`config.mk`:
```
export PLATFORM = sky130hd
export DESIGN_NAME = seq_adder
export DESIGN_NICKNAME = d
export VERILOG_FILES = /design/src/rtl/seq_adder.sv
export SDC_FILE = /design/constraint.sdc
export NUM_CORES = 1
export LEC_CHECK = 0
export CORE_MARGIN = 2
export CORE_UTILIZATION = 48
export CTS_BUF_LIST = sky130_fd_sc_hd__clkbuf_8
export CTS_CLUSTER_DIAMETER = 80
export DETAILED_ROUTE_END_ITERATION = 12
export PLACE_DENSITY = 0.89
export SYNTH_ARGS = -nofsm -noshare
export SYNTH_HDL_FRONTEND = slang
export SYNTH_SLANG_ARGS = --single-unit
```
`constraint.sdc`:
```
create_clock -name clk -period 1.45 [get_ports clk]
set_input_delay 0.145 -clock clk [delete_from_list [all_inputs] [get_ports clk]]
set_output_delay 0.145 -clock clk [all_outputs]
set_load 0.1 [all_outputs]
```
`src/rtl/seq_adder.sv`:
```
// seq_adder: multi-cycle adder/subtractor. Each RUN cycle adds CHUNK bits of
// the operands (LSB first), so a WIDTH-bit add/sub takes WIDTH/CHUNK cycles
// and the carry chain is never longer than CHUNK bits.
//
//   state | meaning
//   ------+--------------------------------------------------------------
//   IDLE  | waiting for start; results and flags hold their last values
//   RUN   | adding one chunk per edge; last chunk registers the results
//
// Subtraction is a + ~b + 1: B is inverted when it is latched and the
// incoming carry is preset to 1.
module seq_adder #(
  parameter int WIDTH = 4,
  parameter int CHUNK = 1
) (
  input  logic             clk,
  input  logic             reset,
  input  logic             start,
  input  logic             sub,
  input  logic [WIDTH-1:0] a,
  input  logic [WIDTH-1:0] b,
  output logic             busy,
  output logic             done,
  output logic [WIDTH-1:0] sum,
  output logic             carryout,
  output logic             overflow
);

  localparam int N  = WIDTH / CHUNK;
  localparam int CW = (N > 1) ? $clog2(N) : 1;
  localparam logic [CW-1:0] LAST = CW'(N - 1);

  typedef enum logic {
    IDLE = 1'b0,
    RUN  = 1'b1
  } state_t;

  state_t           state_q;
  logic [WIDTH-1:0] a_q;
  logic [WIDTH-1:0] b_q;
  logic [WIDTH-1:0] acc_q;
  logic [WIDTH-1:0] sum_q;
  logic [CW-1:0]    cnt_q;
  logic             carry_q;
  logic             cout_q;
  logic             ovf_q;
  logic             done_q;
  logic             busy_q;

  logic [CHUNK:0]         chunk_d;
  logic [WIDTH+CHUNK-1:0] acc_ext;
  logic [WIDTH-1:0]       acc_d;
  logic                   cin_msb_d;

  // Chunk adder and accumulator shift; the carry into the top bit of the
  // chunk is recovered from that bit's inputs and sum (s = a ^ b ^ cin).
  always_comb begin
    chunk_d   = {1'b0, a_q[CHUNK-1:0]} + {1'b0, b_q[CHUNK-1:0]}
              + {{CHUNK{1'b0}}, carry_q};
    acc_ext   = {chunk_d[CHUNK-1:0], acc_q};
    acc_d     = acc_ext[WIDTH+CHUNK-1:CHUNK];
    cin_msb_d = a_q[CHUNK-1] ^ b_q[CHUNK-1] ^ chunk_d[CHUNK-1];
  end

  // Control FSM with datapath registers and registered outputs.
  always_ff @(posedge clk or posedge reset) begin
    if (reset) begin
      state_q <= IDLE;
      a_q     <= '0;
      b_q     <= '0;
      acc_q   <= '0;
      sum_q   <= '0;
      cnt_q   <= '0;
      carry_q <= 1'b0;
      cout_q  <= 1'b0;
      ovf_q   <= 1'b0;
      done_q  <= 1'b0;
      busy_q  <= 1'b0;
    end else begin
      done_q <= 1'b0;
      case (state_q)
        IDLE: begin
          if (start) begin
            a_q     <= a;
            b_q     <= sub ? ~b : b;
            carry_q <= sub;
            acc_q   <= '0;
            cnt_q   <= '0;
            busy_q  <= 1'b1;
            state_q <= RUN;
          end
        end
        RUN: begin
          a_q     <= a_q >> CHUNK;
          b_q     <= b_q >> CHUNK;
          acc_q   <= acc_d;
          carry_q <= chunk_d[CHUNK];
          cnt_q   <= cnt_q + CW'(1);
          if (cnt_q == LAST) begin
            sum_q   <= acc_d;
            cout_q  <= chunk_d[CHUNK];
            ovf_q   <= cin_msb_d ^ chunk_d[CHUNK];
            done_q  <= 1'b1;
            busy_q  <= 1'b0;
            state_q <= IDLE;
          end
        end
        default: begin
          state_q <= IDLE;
          busy_q  <= 1'b0;
        end
      endcase
    end
  end

  assign busy     = busy_q;
  assign done     = done_q;
  assign sum      = sum_q;
  assign carryout = cout_q;
  assign overflow = ovf_q;

endmodule

```
congestion.png
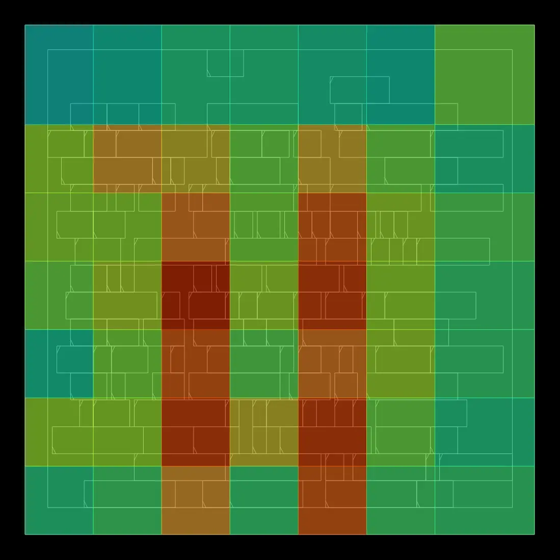
met3 Use GR: 3.51%
Global Route met2 Usage: 34.0%
GRT busiest layer: met2
DR WL/cell: 13.1 um
final core utilization: 67.4%

logic_types.png
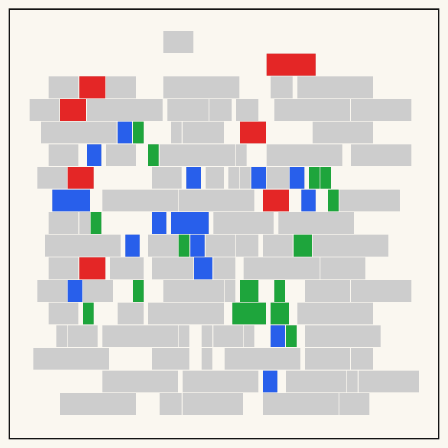
color	family	cells
green	nand cells	15
blue	aoi and oai cells	15
red	xor and xnor cells	7

==> Slide: Implementation Results <==
Synthesis and Place & Route Summary

Worst setup path
  – Worst Path Max Fanout: 2
  – Critical Path AT: 1.62 ns
  – WS Path Type: reg -> reg
  – Reg2reg start: carry_q$_DFFE_PP0P_
  – Critical path capture point type: register
  – Worst R2R Path Depth: 5
  – R2R Setup Slk: -0.02 ns
  – Critical Path RT: 1.60 ns
  – Critical path startpoint category: register

Route
  – Routed WL: 1930 um
  – DRT iter0 DRCs: 8
  – DR vias: 738
  – First-pass detailed-route iteration total: 4
  – Drt via density: 5.02

Final timing
  – Final Skew: 0.00335 ns
  – Max-slew violation count: 0
  – Crit share post-route: 101%
  – Slack of the critical path: -0.0159 ns
  – Final min period: 1.47 ns
  – Actual slew at the worst max-slew pin: 0.363 ns
  – RSZ-0062 raised after global routing: true
  – Hold Violations, Final: 0
  – Final setup vio count: 1

Job
  – # Max-Cap Violations: 0
  – OpenROAD warnings: 28

Place
  – Port buffer count: 19
  – Routability cong.: 0.752

Pwr
  – Leak pwr: 0.695 nW
  – Pwr Density: 2490 nW/um2
  – Peak supply drop: 1.59 mV

Synth
  – Post-synth seq share: 53.2%
  – Top-area cell share: 53.2%
  – Async S/R FF share, synth: 100%
  – Most frequent cell after synthesis: dfrtp_1
  – Avg Inst Size Synth: 11.6 um2
  – Yosys cell count: 93
  – Unique cell types: 24
  – Mapped Cells: 93
  – Net count after synthesis: 107
  – Top area cell types: dfrtp_1, mux2i_1, mux2_4, nand2_1, xnor2_1
  – Yosys warning count: 0
  – Yosys top cell by area: dfrtp_1

Die
  – I/O Pins: 20
  – Site Rows: 17
  – Core area: 2170 um2
  – Die H: 51.5 um
  – Initial Util: 49.8%

Clocking
  – Clk_lat worst skew: 0.26 ns
  – CTS root buffer: clkbuf_8
  – Hold-fix buffers, CTS: 0
  – H-tree depth: 1
  – CTS Buf Count: 3
  – Clock buffer depth: 2
  – CTS sink cnt: 23
  – TritonCTS clock tree: built

Global routing
  – Vias in the first global route: 802
  – First-pass GRT wire length: 3400 um
  – Grt ovf: 0
  – Largest net degree at the start of global routing: 24
  – Overall track demand over capacity in global routing: 17.7%

Hold path
  – Hold Path Class: in -> async

Layout
  – Ant diodes: 0
  – Filler cells: 179
  – Flop area: 576 um2
  – Comb gate area: 434 um2

Status
  – Failing checks: setup timing
  – Status: complete, but fails checks
wires.png
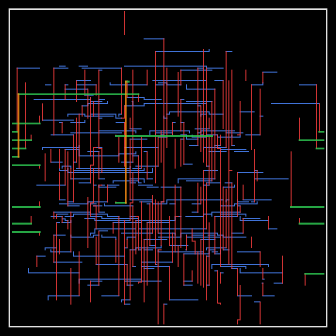
color	layer	wire length
orange	metal 4	29.9 um
red	metal 2	1040 um
green	metal 3	82.1 um
blue	metal 1	779 um

cell_density.png
10 x 10 tiles, from white (low) to dark blue (high), 0 to 100% covered.
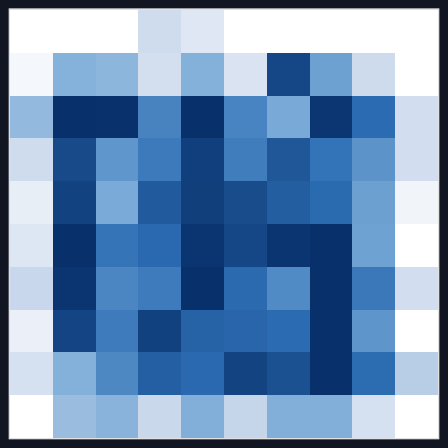
mean over tiles	54%
tiles over 75% full	37%
emptiest ninth of the die	top right
densest ninth of the die	middle
fullest tile	100%
nearly empty tiles	13%

-- routing by layer --
layer | wire length, um | part of all wire, % | GRT usage [%]
met1 | 779 | 40 | 18.6
met2 | 1040 | 54 | 34.0
met3 | 82 | 4.3 | 3.51
met4 | 29 | 1.5 | 6.58
met5 | 0 | 0 | 0
-- timing repair --
action	4_1_cts	5_1_grt
buffers inserted	1	1
pin swaps	3	2
resized	2	2
gates cloned	0	0
endpoints found under the hold margin	0	0
endpoints found under the setup margin	1	1
-- logic make-up (layout without fill, tap and decap cells) --
family	count (synthesis)	after routing	share of synthesized area, %
adders and majority gates	2	2	3.01
muxes	12	12	12.6
xor gates and xnor gates	7	7	5.67
AOI/OAI and AO/OA	16	16	9.26
and+or+nand+nor	21	21	8.91
buffers and inverters	12	38	7.29
DFF	23	23	53.2
-- sequential cells by signal, indices dropped and copies added, names as in the netlist --
register	flops
a_q	4
carry_q	1
overflow	1
state_q	1
done	1
carryout	1
b_q	4
cnt_q	2
acc_q	3
busy	1
sum	4
-- how the worst max path moves through the flow --
stage	start	end	depth (start not counted)
2_1_floorplan	a_q[0]$_DFFE_PP0P_	overflow$_DFFE_PP0P_	5
3_3_place_gp	a_q[0]$_DFFE_PP0P_	overflow$_DFFE_PP0P_	5
3_5_place_dp	a_q[0]$_DFFE_PP0P_	overflow$_DFFE_PP0P_	5
4_1_cts	carry_q$_DFFE_PP0P_	overflow$_DFFE_PP0P_	5
5_1_grt	carry_q$_DFFE_PP0P_	overflow$_DFFE_PP0P_	5
6_report	carry_q$_DFFE_PP0P_	overflow$_DFFE_PP0P_	5
-- through the flow --
step           cells  area, um2  total power [mW]  hold slack [ns]  TNS (ns)
2_1_floorplan     93       1080              2.46            0.147         0
3_3_place_gp     141       1400              3.10            0.465         0
6_report         147       1460              3.64            0.219   -0.0159
3_5_place_dp     141       1400              3.19            0.476   -0.0163
5_1_grt          147       1460              3.83            0.298   -0.0633
4_1_cts          146       1450              3.60            0.233   -0.0139
-- critical path, stage by stage (launching register included) --
cell     delay (ns)
dfrtp_1        0.36
inv_2          0.04
fa_1           0.60
xnor2_2        0.14
xnor2_1        0.13
o21ai_1        0.07
-- cell usage in the layout, fill, tap and decap left out, types with 2 or more instances in the layout --
master and n:
mux2i_1 8, mux2_4 3, clkbuf_8 3, nand2b_1 3
xor2_1 3, nand2_1 11, buf_4 8, clkdlybuf4s50_1 11
xnor2_1 3, inv_2 3, inv_1 4, dfrtp_1 23
o21ai_1 5, a211oi_2 2, nor2_1 5, o21ai_0 6
buf_12 9
-- power by group --
group	switching [mW]	total, mW	internal, mW
Sequential	0.229	1.13	0.904
Clock	0.201	0.390	0.189
Combinational	1.20	2.12	0.925
-- layout make-up --
| cell class | count | share of cell area, % |
|---|---|---|
| repair buffers | 28 | 24.0 |
| inverters | 6 | 1.54 |
| clock inverters | 1 | 0.257 |
| well taps | 28 | 2.40 |
| clock buffers | 3 | 2.82 |
| multi-input cells | 58 | 29.7 |
| flip-flops and latches | 23 | 39.3 |
Power figures rest on the tool's default switching activity, not on a simulated workload.
